$ cat config.mk
export PLATFORM = sky130hd
export DESIGN_NAME = dmem_port_arbiter
export DESIGN_NICKNAME = d
export VERILOG_FILES = /design/src/rtl/dmem_port_arbiter.sv
export SDC_FILE = /design/constraint.sdc
export NUM_CORES = 1
export LEC_CHECK = 0
export CORE_AREA = 4 4 113 115
export CTS_CLUSTER_DIAMETER = 200
export CTS_CLUSTER_SIZE = 40
export DETAILED_ROUTE_END_ITERATION = 10
export DIE_AREA = 0 0 117 119
export MAX_ROUTING_LAYER = met4
export PLACE_DENSITY = 0.68
export SETUP_SLACK_MARGIN = 0.3
export SYNTH_ARGS = -nofsm -noshare
export SYNTH_HDL_FRONTEND = slang
export SYNTH_SLANG_ARGS = --single-unit
$ cat constraint.sdc
create_clock -name clk -period 1.4 [get_ports clk]
set_input_delay 0.21 -clock clk [delete_from_list [all_inputs] [get_ports clk]]
set_output_delay 0.21 -clock clk [all_outputs]
set_load 0.005 [all_outputs]
$ cat src/rtl/dmem_port_arbiter.sv
// -----------------------------------------------------------------------------
// dmem_port_arbiter
//
// Shares the single-ported data memory between the load path of the load/store
// unit (reads) and the store-buffer drain (writes). Loads win by default; after
// STARVE_LIMIT consecutive denied store-request cycles the next store is forced
// through ahead of any load. One dmem access is granted per cycle.
//
// Optional feature: define DMEM_ARB_PERF_EN to build the two 32-bit saturating
// stall counters. When it is undefined the counter ports read 0 and no counter
// flops exist.
//
// Ports:
//   clk, rst_n        clock, synchronous active-low reset
//   i_ld_req/addr     load request and address
//   o_ld_gnt          load issued to dmem this cycle (combinational)
//   o_ld_rvalid/rdata load response, one cycle after the grant
//   i_st_req/addr/data retired store at the head of the store buffer
//   o_st_ack          store written this cycle (combinational), pops the buffer
//   i_kill            pipeline flush: cancels load grant / load response
//   o_dmem_*          dmem macro interface (en, we, addr, wdata)
//   i_dmem_rdata      dmem read data, 1-cycle latency
//   o_ld_stall_cnt    cycles a load request was denied (perf)
//   o_st_stall_cnt    cycles a store request was denied (perf)
// -----------------------------------------------------------------------------
module dmem_port_arbiter #(
   parameter int ADDR_W       = 32,
   parameter int DATA_W       = 32,
   parameter int STARVE_LIMIT = 4,
   parameter int CNT_W        = 4
) (
   input  logic              clk,
   input  logic              rst_n,
   input  logic              i_ld_req,
   input  logic [ADDR_W-1:0] i_ld_addr,
   output logic              o_ld_gnt,
   output logic              o_ld_rvalid,
   output logic [DATA_W-1:0] o_ld_rdata,
   input  logic              i_st_req,
   input  logic [ADDR_W-1:0] i_st_addr,
   input  logic [DATA_W-1:0] i_st_data,
   output logic              o_st_ack,
   input  logic              i_kill,
   output logic              o_dmem_en,
   output logic              o_dmem_we,
   output logic [ADDR_W-1:0] o_dmem_addr,
   output logic [DATA_W-1:0] o_dmem_wdata,
   input  logic [DATA_W-1:0] i_dmem_rdata,
   output logic [31:0]       o_ld_stall_cnt,
   output logic [31:0]       o_st_stall_cnt
);

   typedef enum logic {
      S_LDPRI   = 1'b0,
      S_STFORCE = 1'b1
   } state_t;

   state_t            r_state;
   state_t            w_state_nxt;
   logic [CNT_W-1:0]  r_starve_cnt;
   logic [CNT_W-1:0]  w_starve_cnt_nxt;
   logic              r_ld_rvalid;
   logic [DATA_W-1:0] r_ld_rdata;
   logic              w_ld_req_eff;
   logic              w_ld_gnt;
   logic              w_st_ack;

   // A load request seen during a flush is dropped, which lets a waiting
   // store use the slot.
   assign w_ld_req_eff = i_ld_req & ~i_kill;

   // Grant selection, starvation counting and next state.
   always_comb begin
      // NOTE: every signal gets a default before the case so no latch is inferred.
      w_ld_gnt         = 1'b0;
      w_st_ack         = 1'b0;
      w_state_nxt      = r_state;
      w_starve_cnt_nxt = r_starve_cnt;

      // No grants while reset is held, so nothing is acked mid-reset.
      if (rst_n) begin
         unique case (r_state)
            S_LDPRI: begin
               if (w_ld_req_eff)  w_ld_gnt = 1'b1;
               else if (i_st_req) w_st_ack = 1'b1;
            end
            S_STFORCE: begin
               // Forced store slot; a withdrawn store hands it back to loads.
               if (i_st_req)          w_st_ack = 1'b1;
               else if (w_ld_req_eff) w_ld_gnt = 1'b1;
               w_state_nxt = S_LDPRI;
            end
            default: w_state_nxt = S_LDPRI;
         endcase
      end

      if (i_st_req && !w_st_ack) begin
         if (r_starve_cnt == CNT_W'(STARVE_LIMIT - 1)) begin
            w_starve_cnt_nxt = '0;
            w_state_nxt      = S_STFORCE;
         end else begin
            w_starve_cnt_nxt = r_starve_cnt + 1'b1;
         end
      end else begin
         w_starve_cnt_nxt = '0;
      end
   end

   assign o_ld_gnt     = w_ld_gnt;
   assign o_st_ack     = w_st_ack;
   assign o_dmem_en    = w_ld_gnt | w_st_ack;
   assign o_dmem_we    = w_st_ack;
   assign o_dmem_addr  = w_st_ack ? i_st_addr :
                         w_ld_gnt ? i_ld_addr : '0;
   assign o_dmem_wdata = w_st_ack ? i_st_data : '0;

   // The dmem data arrives in the response cycle, so it is passed straight
   // through then and captured so that o_ld_rdata holds it afterwards.
   assign o_ld_rvalid  = r_ld_rvalid & ~i_kill;
   assign o_ld_rdata   = o_ld_rvalid ? i_dmem_rdata : r_ld_rdata;

   always_ff @(posedge clk) begin
      // NOTE: sequential state uses non-blocking assignments so every flop
      // samples the pre-edge values regardless of statement order.
      if (!rst_n) begin
         r_state      <= S_LDPRI;
         r_starve_cnt <= '0;
         r_ld_rvalid  <= 1'b0;
         r_ld_rdata   <= '0;
      end else begin
         r_state      <= w_state_nxt;
         r_starve_cnt <= w_starve_cnt_nxt;
         r_ld_rvalid  <= w_ld_gnt;
         if (o_ld_rvalid) r_ld_rdata <= i_dmem_rdata;
      end
   end

`ifdef DMEM_ARB_PERF_EN
   logic [31:0] r_ld_stall_cnt;
   logic [31:0] r_st_stall_cnt;

   always_ff @(posedge clk) begin
      if (!rst_n) begin
         r_ld_stall_cnt <= '0;
         r_st_stall_cnt <= '0;
      end else begin
         if (i_ld_req && !w_ld_gnt && (r_ld_stall_cnt != 32'hFFFF_FFFF))
            r_ld_stall_cnt <= r_ld_stall_cnt + 32'd1;
         if (i_st_req && !w_st_ack && (r_st_stall_cnt != 32'hFFFF_FFFF))
            r_st_stall_cnt <= r_st_stall_cnt + 32'd1;
      end
   end

   assign o_ld_stall_cnt = r_ld_stall_cnt;
   assign o_st_stall_cnt = r_st_stall_cnt;
`else
   assign o_ld_stall_cnt = 32'd0;
   assign o_st_stall_cnt = 32'd0;
`endif

endmodule

==> flow_summary.ini, run 1 <==
; synthesis and place-and-route metrics
[status]
outcome = finished, violations left
failed_checks = setup timing

[clocking]
cts_hold_buf = 0
h-tree-depth = 2

[setup_path]
end_kind = output pin
endpoint = o_dmem_addr[12]
critPathRequiredTime_ns = 1.19
critPathLaunchType = register
cp_num_cells = 6
cp_cell_sequence = nor3b_4 -> nor2_4 -> buf_4 -> clkbuf_16 -> a22o_1 -> dlygate4sd2_1
rr_worst_depth = 8
cp_slowest_cell = dfxtp_4
reg2reg_from = r_ld_rvalid$_SDFF_PN0_
arrival_ns = 1.80

[cells_and_area]
final_cell_area_sq_um = 5654
drive_gt1_share_pct = 38.01
lay_top_cells = clkdlybuf4s50_1, conb_1, buf_6

[floorplan]
die_h_um = 119
die_area_sq_um = 13920
num_io_pins = 298
num_rows = 40

[synthesis]
yosys_cells = 269
netlist_instances = 269
synth_chip_area_sq_um = 2688
synth_xor_xnor_area_share_pct = 0.3259

[drt]
drc = 0
viasPerCell = 4.001

[grt]
grt_pass1_vias = 2940
overflow = 0

[sta]
setup_slack_ns = -0.6064
setup_viol = 131

[placed_design]
place_area_sq_um = 4956

[power]
power.total_mw = 3.300

[min_path]
hold_depth = 3
[run 1: routing by layer]
layer | vias to the layer above | routed length [um] | share of wire [%] | global-route usage, %
met2 | 150 | 6266 | 54 | 29.37
met5 | - | 0 | 0 | -
met3 | 9 | 1097 | 9.5 | 4.217
met1 | 1283 | 4098 | 35 | 14.71
met4 | 0 | 117 | 1.0 | 3.226
li1 | 1315 | - | - | -
[run 1: Yosys cell counts]
cell	n	area, sq um
clkbuf_1	3	11.26
nor2_1	3	11.26
nor3_1	1	5.000
nand3b_1	1	7.510
and2_1	64	400.4
nor2b_1	2	12.51
or2_2	1	6.260
dfxtp_1	38	760.7
nor3b_1	2	15.01
mux2_2	4	45.04
buf_4	70	525.5
conb_1	1	3.750
a21oi_1	1	5.000
xor2_1	1	8.760
buf_6	2	22.52
a21oi_2	1	8.760
nand3_1	2	10.01
nand2_1	2	7.510
nor3b_2	1	12.51
buf_2	4	20.02
mux2_4	29	435.4
ha_1	1	12.51
a22o_1	32	280.3
buf_12	3	60.06
[run 1: layout make-up]
| cell class | instances | area, sq um |
|---|---|---|
| fillers | 1109 | 6157 |
| repair buffers | 284 | 2877 |
| multi-input cells | 212 | 1682 |
| flip-flops and latches | 38 | 764.5 |
| well taps | 147 | 183.9 |
| clock buffers | 7 | 142.6 |
| clock inverters | 1 | 5.005 |
[run 1: power breakdown]
| group | internal (mW) | switching, mW |
|---|---|---|
| Clock | 0.706 | 0.421 |
| Sequential | 1.10 | 0.00723 |
| Combinational | 0.716 | 0.348 |
| Total | 2.52 | 0.777 |
[run 1: timing repair]
item,4_1_cts,5_1_grt
gates cloned,5,2
gates resized,231,125
setup buffers,23,10
pin swaps,4,14
endpoints found under the setup margin,138,138
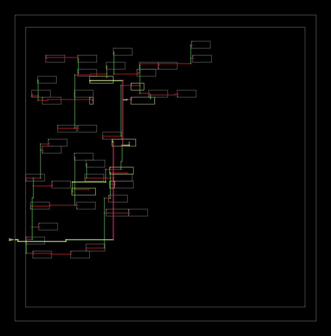
*Clock routing, run 1*
clock-net power: 1.13 mW
Clock Skew: 0.005712 ns
clk sinks: 38
registers: 38

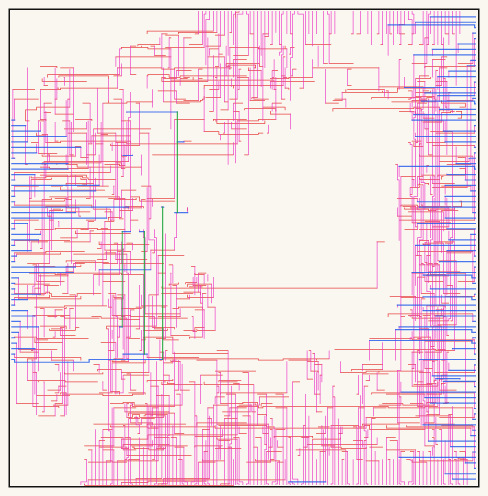
*Wiring by layer, run 1*
(4 px per um)
legend:
  blue:
    layer: M3
    wire_length: 1100 um
  red:
    layer: M1
    wire_length: 4100 um
  magenta:
    layer: M2
    wire_length: 6270 um
  green:
    layer: M4
    wire_length: 118 um
final WL: 11.58 mm
via count: 2757

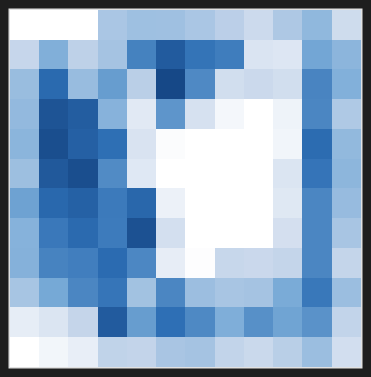
*Local utilization, run 1*
(3 px per um) 12 x 12 tiles, from white (low) to dark blue (high), 0 to 100% covered.
emptiest ninth of the die: middle
mean over tiles: 39%
tiles over 75% full: 12%
Final Util: 47.87%
initial core utilization: 22.75%
Core ar.: 11810 sq um

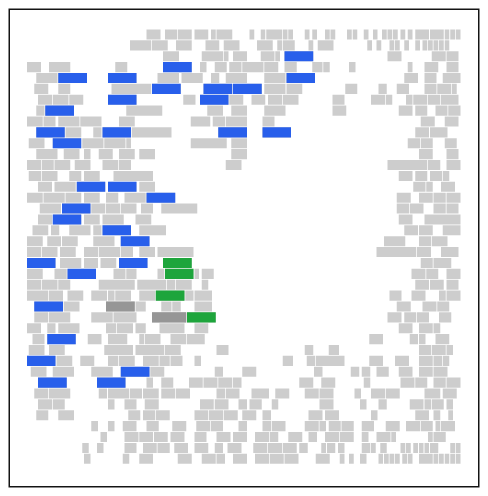
*Where the registers sit, run 1*
(4 px per um) Other sequential cells in the stronger gray, the rest of the logic in the fainter gray.
legend:
  green:
    netlist_name: `r_starve_cnt`
    sequential_cells: 4
  blue:
    netlist_name: `r_ld_rdata`
    sequential_cells: 32
Seq. pwr: 1.11 mW
sequential cell area share: 13.52%
Flop area: 764.5 sq um

### PDN straps and rails, run 1

(3 px per um) Pins as bars on the die edge. Tap cells in gray.
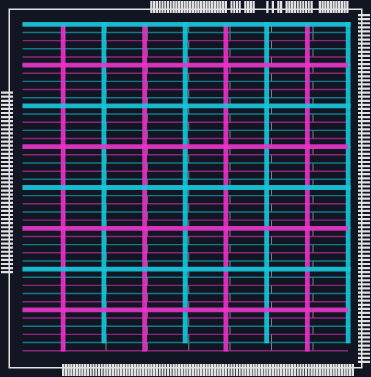

==> run 2, diff against run 1 <==
- PLACE_DENSITY: 0.68 -> 0.8
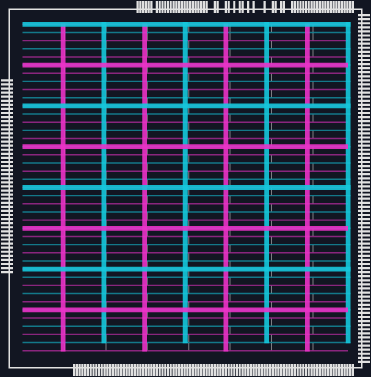
*PDN straps and rails, run 2*
(3 px per um) Pins as bars on the die edge. Tap cells in gray.
legend:
  cyan:
    net: VDD
  magenta:
    net: VSS
met4 straps: 8
tap cells: 147
signal pins: 298
DIE HEIGHT: 119 um
maximum vdd drop: 0.0006114 V
Die X: 117 um

==> run 2 against run 1 <==
  * The flow still finishes with violations (setup timing)
  * Cell count rose by 2.2%
  * Via count rose by 4.0%
  * Sequential share of layout area shrank 1.2 points
  * Count of clock-buffer cells in the layout is 1 lower
  * Sequential power about the same
  * Power increased by 17%
  * Non-clock buffer count grew 15
==> flow_summary.ini, run 2 <==
; synthesis and place-and-route metrics
[status]
outcome = finished, violations left
failed_checks = setup timing

[sta]
clock_skew_ns = 0.005127
setup_viol = 128
setup_slack_ns = -0.4840

[power]
clockPowerShare_pct = 38.9
power_switching_mw = 0.8448
seq_power_mw = 1.11
combPwrFrac_pct = 32.4
power-top-group = the clock network
powerClk_mw = 1.51

[drt]
drc = 0
maxUsedRoutingLayer = met4
wl_met3_mm = 1.170
wl_met2_mm = 6.893
vias = 2866
wl_met1_mm = 4.613

[grt]
use_met3_pct = 4.268
top_usage_layer = met2
use_met2_pct = 30.90
overflow = 0
grt_pass1_vias = 3014

[synthesis]
yosys_cells = 269
synthArstFlopShare_pct = 0
netlist_instances = 269
edf_count = 0
synth_top_area_share_pct = 28.31
top_cells_by_area = dfxtp_1, buf_4, mux2_4, and2_1, a22o_1

[cells_and_area]
lay_top_cells = clkdlybuf4s50_1, buf_6, conb_1
nFillCells = 1041

[setup_path]
arrival_ns = 1.67
critPathRequiredTime_ns = 1.19

[clocking]
cts_setup_buffers = 32
cts.repair.resized = 536

[floorplan]
num_rows = 40
core_sq_um = 11810
num_io_pins = 298
-- run 2: cell counts after synthesis --
No cell type changed its count.
-- run 2: critical path, stage by stage (launching register included) --
cell       delay [ns]
dfxtp_2          0.33
nor3b_4          0.26
nor2_4           0.11
buf_6            0.16
buf_8            0.13
clkbuf_16        0.16
and2_4           0.14
buf_6            0.11
-- run 2: through the flow --
step | cell area, sq um | TNS (ns)
floorplan | 2959 | 0
global placement | 4933 | -85.68
detailed placement | 4933 | -92.15
CTS | 5843 | -39.21
global route | 6206 | -50.94
finish | 6206 | -42.93
-- run 2: kinds of logic after synthesis --
logic type,after synthesis,share of synthesized area [%]
other,1,0.1395
AND-OR/OR-AND,34,10.94
XOR/XNOR,1,0.3259
adder cells (fa/ha/maj),1,0.4655
buffers and inverters,82,23.79
multiplexers,33,17.88
AND/OR/NAND/NOR,79,18.16
flip-flops,38,28.31
-- run 2: final timing paths --
| kind | from | endpoint | slack [ns] | cells past startpoint |
|---|---|---|---|---|
| setup reg to reg | r_ld_rvalid$_SDFF_PN0_ | r_ld_rdata[27]$_SDFF_PN0_ | -0.20 | 8 |
| hold / removal | rst_n | r_state$_SDFF_PN0_ | 0.41 | 3 |
| setup / recovery | r_state$_SDFF_PN0_ | o_dmem_wdata[25] | -0.48 | 7 |
| hold reg to reg | r_starve_cnt[0]$_SDFF_PP0_ | r_starve_cnt[0]$_SDFF_PP0_ | 0.48 | 1 |
-- run 2: area by class of cell --
cell class / instances / area (sq um) / area share, %
Timing Repair Buffer: 299 / 3302 / 53.21
Tap cell: 147 / 183.9 / 2.964
Sequential cell: 38 / 763.2 / 12.30
Clock buffer: 6 / 138.9 / 2.238
Clock inverter: 2 / 60.06 / 0.9677
Multi-Input combinational cell: 212 / 1758 / 28.33
Power is estimated from default activity; no workload was simulated.
